File: config.mk
export PLATFORM = sky130hd
export DESIGN_NAME = alu_cmd_driver
export DESIGN_NICKNAME = d
export VERILOG_FILES = /design/src/rtl/alu_pkg.sv /design/src/rtl/alu_cmd_driver.sv
export SDC_FILE = /design/constraint.sdc
export NUM_CORES = 1
export LEC_CHECK = 0
export CAP_MARGIN = 40
export CORE_UTILIZATION = 40
export DETAILED_ROUTE_END_ITERATION = 10
export GPL_TIMING_DRIVEN = 0
export MAX_ROUTING_LAYER = met4
export PLACE_DENSITY = 0.72
export REMOVE_ABC_BUFFERS = 1
export SETUP_SLACK_MARGIN = 0.05
export SLEW_MARGIN = 20
export SYNTH_ARGS = -nofsm -noshare
export SYNTH_HDL_FRONTEND = slang
export SYNTH_SLANG_ARGS = --single-unit
File: constraint.sdc
create_clock -name clk -period 3 [get_ports clk]
set_clock_uncertainty 0.05 [all_clocks]
set_input_delay 0.6 -clock clk [delete_from_list [all_inputs] [get_ports clk]]
set_output_delay 0.6 -clock clk [all_outputs]
set_load 0.005 [all_outputs]
File: src/rtl/alu_pkg.sv
// Shared types and the golden ALU model used by alu_cmd_driver (and reusable by benches).
// The model works on up to MAX_W bits; the caller passes the active width w.
package alu_pkg;

    localparam int unsigned MAX_W = 32;

    typedef enum logic [2:0] {
        OP_ADD = 3'b000,
        OP_SUB = 3'b001,
        OP_AND = 3'b010,
        OP_OR  = 3'b011,
        OP_XOR = 3'b100
    } alu_op_e;

    typedef enum logic [1:0] {
        ST_IDLE,
        ST_EXEC,
        ST_RESP
    } state_e;

    typedef struct packed {
        logic [MAX_W-1:0] y;
        logic             zero;
        logic             carry;
    } alu_res_t;

    function automatic logic is_legal_op(input logic [2:0] op);
        return op <= OP_XOR;
    endfunction

    // Result bits above w are forced to zero so callers can compare full-width.
    function automatic alu_res_t alu_ref(input logic [MAX_W-1:0] a,
                                         input logic [MAX_W-1:0] b,
                                         input logic [2:0]       op,
                                         input int unsigned      w);
        logic [MAX_W:0] mask;
        logic [MAX_W:0] am;
        logic [MAX_W:0] bm;
        logic [MAX_W:0] res;
        logic [MAX_W:0] hi;
        alu_res_t       r;
        mask = ((MAX_W+1)'(1) << w) - (MAX_W+1)'(1);
        am   = {1'b0, a} & mask;
        bm   = {1'b0, b} & mask;
        res  = '0;
        r    = '0;
        case (op)
            OP_ADD: begin
                res     = am + bm;
                hi      = res >> w;
                r.carry = hi[0];
            end
            OP_SUB: begin
                res     = am - bm;
                r.carry = (am < bm);
            end
            OP_AND:  res = am & bm;
            OP_OR:   res = am | bm;
            OP_XOR:  res = am ^ bm;
            default: res = '0;
        endcase
        res    = res & mask;
        r.y    = res[MAX_W-1:0];
        r.zero = (res == '0);
        return r;
    endfunction

endpackage

File: src/rtl/alu_cmd_driver.sv
// Command/response front end for a combinational ALU: registers operands onto the ALU,
// waits ALU_LAT cycles, samples the outputs and checks them against the golden model.
module alu_cmd_driver
    import alu_pkg::*;
#(
    parameter int unsigned W       = 4,
    parameter int unsigned ALU_LAT = 0,
    parameter int unsigned TAG_W   = 4,
    parameter int unsigned CNT_W   = 16
) (
    input  logic             clk,
    input  logic             rst,
    input  logic             cmd_valid,
    output logic             cmd_ready,
    input  logic [W-1:0]     cmd_a,
    input  logic [W-1:0]     cmd_b,
    input  logic [2:0]       cmd_op,
    input  logic [TAG_W-1:0] cmd_tag,
    output logic [W-1:0]     alu_a,
    output logic [W-1:0]     alu_b,
    output logic [2:0]       alu_op,
    input  logic [W-1:0]     alu_y,
    input  logic             alu_zero,
    input  logic             alu_carry,
    output logic             rsp_valid,
    input  logic             rsp_ready,
    output logic [W-1:0]     rsp_y,
    output logic             rsp_zero,
    output logic             rsp_carry,
    output logic [TAG_W-1:0] rsp_tag,
    output logic             rsp_err,
    output logic             rsp_mismatch,
    output logic [CNT_W-1:0] cmd_count,
    output logic [CNT_W-1:0] err_count
);

    state_e             state_q, state_d;
    logic [3:0]         wait_q, wait_d;
    logic [W-1:0]       alu_a_q, alu_a_d;
    logic [W-1:0]       alu_b_q, alu_b_d;
    logic [2:0]         alu_op_q, alu_op_d;
    logic [TAG_W-1:0]   tag_q, tag_d;
    logic [W-1:0]       rsp_y_q, rsp_y_d;
    logic               rsp_zero_q, rsp_zero_d;
    logic               rsp_carry_q, rsp_carry_d;
    logic               rsp_err_q, rsp_err_d;
    logic               rsp_mm_q, rsp_mm_d;
    logic [CNT_W-1:0]   cmd_cnt_q, cmd_cnt_d;
    logic [CNT_W-1:0]   err_cnt_q, err_cnt_d;
    alu_res_t           gold;
    logic               mismatch;

    always_ff @(posedge clk) begin
        if (rst) begin
            state_q     <= ST_IDLE;
            wait_q      <= '0;
            alu_a_q     <= '0;
            alu_b_q     <= '0;
            alu_op_q    <= '0;
            tag_q       <= '0;
            rsp_y_q     <= '0;
            rsp_zero_q  <= 1'b0;
            rsp_carry_q <= 1'b0;
            rsp_err_q   <= 1'b0;
            rsp_mm_q    <= 1'b0;
            cmd_cnt_q   <= '0;
            err_cnt_q   <= '0;
        end else begin
            state_q     <= state_d;
            wait_q      <= wait_d;
            alu_a_q     <= alu_a_d;
            alu_b_q     <= alu_b_d;
            alu_op_q    <= alu_op_d;
            tag_q       <= tag_d;
            rsp_y_q     <= rsp_y_d;
            rsp_zero_q  <= rsp_zero_d;
            rsp_carry_q <= rsp_carry_d;
            rsp_err_q   <= rsp_err_d;
            rsp_mm_q    <= rsp_mm_d;
            cmd_cnt_q   <= cmd_cnt_d;
            err_cnt_q   <= err_cnt_d;
        end
    end

    always_comb begin
        state_d     = state_q;
        wait_d      = wait_q;
        alu_a_d     = alu_a_q;
        alu_b_d     = alu_b_q;
        alu_op_d    = alu_op_q;
        tag_d       = tag_q;
        rsp_y_d     = rsp_y_q;
        rsp_zero_d  = rsp_zero_q;
        rsp_carry_d = rsp_carry_q;
        rsp_err_d   = rsp_err_q;
        rsp_mm_d    = rsp_mm_q;
        cmd_cnt_d   = cmd_cnt_q;
        err_cnt_d   = err_cnt_q;
        // Golden result is zero above bit W-1, so the full-width compare is exact.
        gold        = alu_ref(MAX_W'(alu_a_q), MAX_W'(alu_b_q), alu_op_q, W);
        mismatch    = (MAX_W'(alu_y) != gold.y) || (alu_zero != gold.zero)
                   || (alu_carry != gold.carry);
        case (state_q)
            ST_IDLE: begin
                if (cmd_valid) begin
                    cmd_cnt_d = cmd_cnt_q + CNT_W'(1);
                    tag_d     = cmd_tag;
                    if (is_legal_op(cmd_op)) begin
                        alu_a_d  = cmd_a;
                        alu_b_d  = cmd_b;
                        alu_op_d = cmd_op;
                        wait_d   = 4'(ALU_LAT);
                        state_d  = ST_EXEC;
                    end else begin
                        rsp_y_d     = '0;
                        rsp_zero_d  = 1'b0;
                        rsp_carry_d = 1'b0;
                        rsp_mm_d    = 1'b0;
                        rsp_err_d   = 1'b1;
                        err_cnt_d   = err_cnt_q + CNT_W'(1);
                        state_d     = ST_RESP;
                    end
                end
            end
            ST_EXEC: begin
                if (wait_q != 4'd0) begin
                    wait_d = wait_q - 4'd1;
                end else begin
                    rsp_y_d     = alu_y;
                    rsp_zero_d  = alu_zero;
                    rsp_carry_d = alu_carry;
                    rsp_err_d   = 1'b0;
                    rsp_mm_d    = mismatch;
                    if (mismatch) begin
                        err_cnt_d = err_cnt_q + CNT_W'(1);
                    end
                    state_d = ST_RESP;
                end
            end
            ST_RESP: begin
                if (rsp_ready) begin
                    state_d = ST_IDLE;
                end
            end
            default: state_d = ST_IDLE;
        endcase
    end

    assign cmd_ready    = (state_q == ST_IDLE);
    assign rsp_valid    = (state_q == ST_RESP);
    assign alu_a        = alu_a_q;
    assign alu_b        = alu_b_q;
    assign alu_op       = alu_op_q;
    assign rsp_y        = rsp_y_q;
    assign rsp_zero     = rsp_zero_q;
    assign rsp_carry    = rsp_carry_q;
    assign rsp_tag      = tag_q;
    assign rsp_err      = rsp_err_q;
    assign rsp_mismatch = rsp_mm_q;
    assign cmd_count    = cmd_cnt_q;
    assign err_count    = err_cnt_q;

endmodule

Figure 1. Routing congestion map.
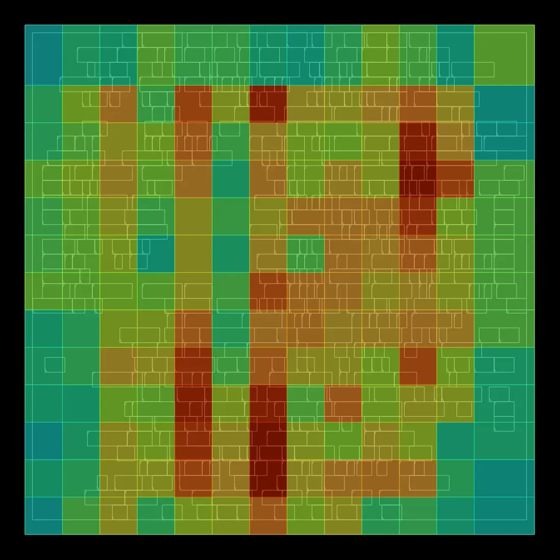
overall fraction of global-route tracks in use: 20.5%
most crowded layer after global routing: met2
met2 routing resource usage after global routing: 33.3%
post-layout util: 57.7%

Figure 2. Supply network.
(4 px per um) Pins as bars on the die edge.
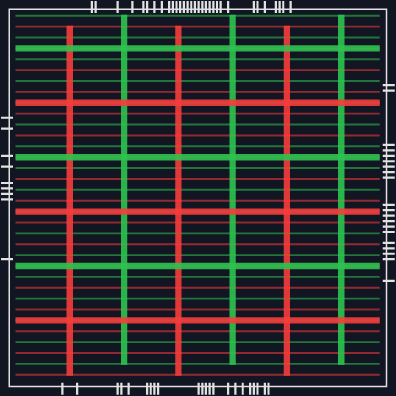
[red] VSS
[green] VDD
signal pins: 82
rows: 33
met1 rails: 34

Figure 3. Clock network drawn from the DEF.
(6 px per um)
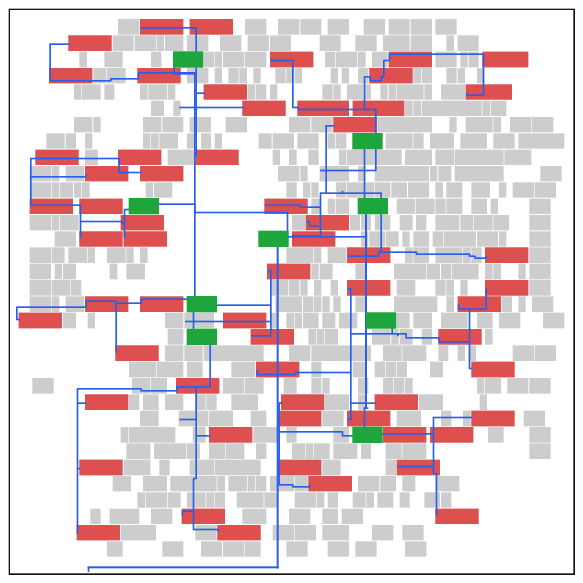
[green] clock-net drivers | count: 9
[red] flip-flops | count: 61
[blue] clock wires | length: 894 um
routed clock nets: 10
flops lie: spread over the die

Figure 4. Signal wires on met4.
(4 px per um)
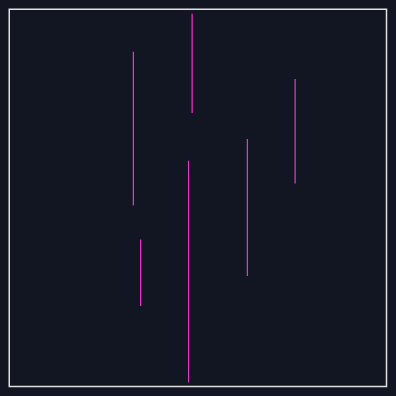
share of all routed wire: 2.3%
main direction: vertical

[registers in the layout (all words and copies together), names as in the netlist, 2 cells and up]
register and flops:
cmd_count 16, err_count 16, alu_a 4, alu_b 4, rsp_tag 4, rsp_y 4
wait_q 4, alu_op 3, state_q 2
[per-stage QoR]
step	TNS, ns	util (%)	hold slack, ns	total power [mW]
final	-0.475	57.7	0.407	2.00
after global routing	-2.16	57.7	0.426	2.11
after CTS	-0.0150	57.1	0.411	2.01
after detailed placement	-7.68	51.4	0.403	1.30
after global placement	-54.47	50.8	0.396	1.28
after floorplan	-13.38	-	0.392	1.12
[placed cells by master, fill, tap and decap left out, types with 12 or more instances in the layout]
cell type | synthesis | final
sky130_fd_sc_hd__xor2_1 | 13 | 13
sky130_fd_sc_hd__clkbuf_8 | 1 | 12
sky130_fd_sc_hd__dfxtp_1 | 61 | 57
sky130_fd_sc_hd__nand3_1 | 15 | 15
sky130_fd_sc_hd__a21oi_1 | 31 | 30
sky130_fd_sc_hd__ha_1 | 16 | 12
sky130_fd_sc_hd__nand2_1 | 57 | 57
sky130_fd_sc_hd__nor2_1 | 33 | 33
sky130_fd_sc_hd__clkdlybuf4s50_1 | 0 | 80
sky130_fd_sc_hd__inv_1 | 16 | 15
[repair_timing]
item,in CTS,in global routing
setup buffers,14,3
gates cloned,3,0
resized,40,5
endpoints found under the setup margin,16,16
pin swaps,18,13
[worst paths after layout]
kind / to / cells past startpoint
setup / recovery: err_count[5]$_SDFFE_PP0P_ / 14
hold / removal: rsp_tag[3]$_SDFFE_PP0P_ / 2
setup reg to reg: err_count[5]$_SDFFE_PP0P_ / 14
hold reg to reg: rsp_tag[3]$_SDFFE_PP0P_ / 2
[report_power, final]
part           switching (mW)  internal, mW  total (mW)  leakage [nW]
logic                   0.216         0.212       0.428          1.09
clock network           0.308         0.363       0.671        0.0926
registers              0.0506         0.848       0.898         0.497
total                   0.574          1.42        2.00          1.68
[cell type report]
type / instances / area (um^2)
Clock buffer: 14 / 173
Clock inverter: 1 / 5.00
Fill cell: 724 / 3460
Inverter: 16 / 62.6
Multi-Input combinational cell: 292 / 2100
Sequential cell: 61 / 1230
Tap cell: 105 / 131
Timing Repair Buffer: 101 / 1010
[cell families after synthesis]
family	after synthesis	share of synthesized area, %
AOI/OAI and AO/OA	78	17.6
buffers and inverters	40	6.74
DFF	61	36.1
muxes	2	0.592
adders and majority gates	18	7.11
xor gates and xnor gates	23	5.96
and+or+nand+nor	171	25.8
[critical path: stages (launching register included)]
cell and delay (ns):
sky130_fd_sc_hd__dfxtp_4 0.37, sky130_fd_sc_hd__ha_4 0.17, sky130_fd_sc_hd__fa_2 0.36, sky130_fd_sc_hd__buf_6 0.13
sky130_fd_sc_hd__buf_6 0.10, sky130_fd_sc_hd__a211o_1 0.26, sky130_fd_sc_hd__o2111ai_2 0.09, sky130_fd_sc_hd__xnor2_1 0.10
sky130_fd_sc_hd__or4_4 0.56, sky130_fd_sc_hd__a211oi_4 0.19, sky130_fd_sc_hd__buf_6 0.16, sky130_fd_sc_hd__buf_6 0.13
sky130_fd_sc_hd__buf_8 0.12, sky130_fd_sc_hd__o31ai_2 0.07, sky130_fd_sc_hd__a21oi_2 0.15
==> run summary <==
Synthesis and PnR results.

- The number of buffers created by CTS is 9.
- The maximum net fanout on the critical path is 5.
- The setup violation total in the final timing report reads 10.
- The floorplan has 33 rows.
- The max-slew headroom at the worst pin is 54.1%.
- The run finished, with violations left.
- The number of antenna violations at the first check in global routing reads 0.
- By count the netlist is led by 61 x sky130_fd_sc_hd__dfxtp_1, 57 x sky130_fd_sc_hd__nand2_1, 33 x sky130_fd_sc_hd__nor2_1, 31 x sky130_fd_sc_hd__a21oi_1.
- The area figure in the yosys stat output reads 3380 um^2.
- The count of inserted antenna diode cells is 0.
- A synthesized cell averages 8.60 um^2.
- The dominant register cell is sky130_fd_sc_hd__dfxtp_1.
- The wire length of the first global-routing pass reads 13.8 mm.
- The kind of launch point of the worst setup path reads a flop.
- Of all flip-flops after synthesis, the portion carrying an async set or reset was 0%.
- Global routing consumed, on the met1 layer, 24.9% of the routing resources.
- The worst-margin pin slew reads 0.689 ns.
- The final tally of max-slew violations reads 0.
- The CTS tree reads built.
- The clock slew seen by the registers of the worst setup and hold paths reads 0.07 ns.
- The number of nets in the final layout reads 524.
- In this run the clock root is driven by a sky130_fd_sc_hd__clkbuf_8.
- The library cell with the largest summed area after synthesis reads sky130_fd_sc_hd__dfxtp_1.
- The worst path arrival time is 3.29 ns.
- The final worst setup slack reads -0.0776 ns.
- The proportion of synthesized chip area in sequential cells is 36.1%.
- The clock latency on the worst-skew pair is 0.33 ns.
- Per the detail_route report, DRC violations left total 0.
- The met2 routed wirelength is 4.26 mm.
- The worst hold path startpoint is rsp_tag[3]$_SDFFE_PP0P_.
- The final instance area reads 4710 um^2.
- The half-perimeter wire length of the detailed placement result is 5.53 mm.
- In this run the remaining antenna-violating nets after routing total 0.
- The synthesized cell area is 3380 um^2.
- The number of port buffers reads 81.
- The count of yosys warnings during synthesis reads 0.
- The iteration count of the initial detailed-routing pass reads 4.
- The number of global-route vias before repair is 2912.
- The met3 track demand over resource reads 2.91%.
- The number of vias per cell is 5.30.
- The cell leakage power reads 1.68 nW.
- The type of the setup path with the least slack reads flop to flop.
- The floorplan step records an initial core utilization of 41.3%.
- Setup repair after global routing could not meet its margin everywhere.
- For this block, the routed nets add up to 8.48 mm of wire.
- The most frequent cell after synthesis is sky130_fd_sc_hd__dfxtp_1.
- The synthesized netlist cell count is 393.
- The total global routing overflow reads 0.
- The die is 93.9 um wide.
- The die area is 8820 um^2.
- The sort of element at the end of the critical path is a flop.
- The share of Yosys cell area claimed by the top area cell type is 36.1%.
- The checks that failed: setup timing.
- The post-synth count of flops with an enable pin is 0.
- The fraction of layout instances using a drive strength above 1 reads 18.6%.
- The total power per unit cell area reads 424 nW/um^2.
- The time the worst path needs with I/O delays and setup reads 3.08 ns.
- The tally of max-capacitance violations reads 0.
- The worst reg-to-reg setup slack is -0.08 ns.
- The synthesis-to-finish area growth reads 39.5%.
- According to the CTS report, the clock sink count is 61.
- The start of the worst register-to-register path is alu_a[0]$_SDFFE_PP0P_.
- Signal nets in the final route climb as high as met4.
- Counting flops and latches in the post-synthesis netlist gives 61.
- The part of the cycle the worst path needs reads 103%.
Power is estimated from default activity; no workload was simulated.
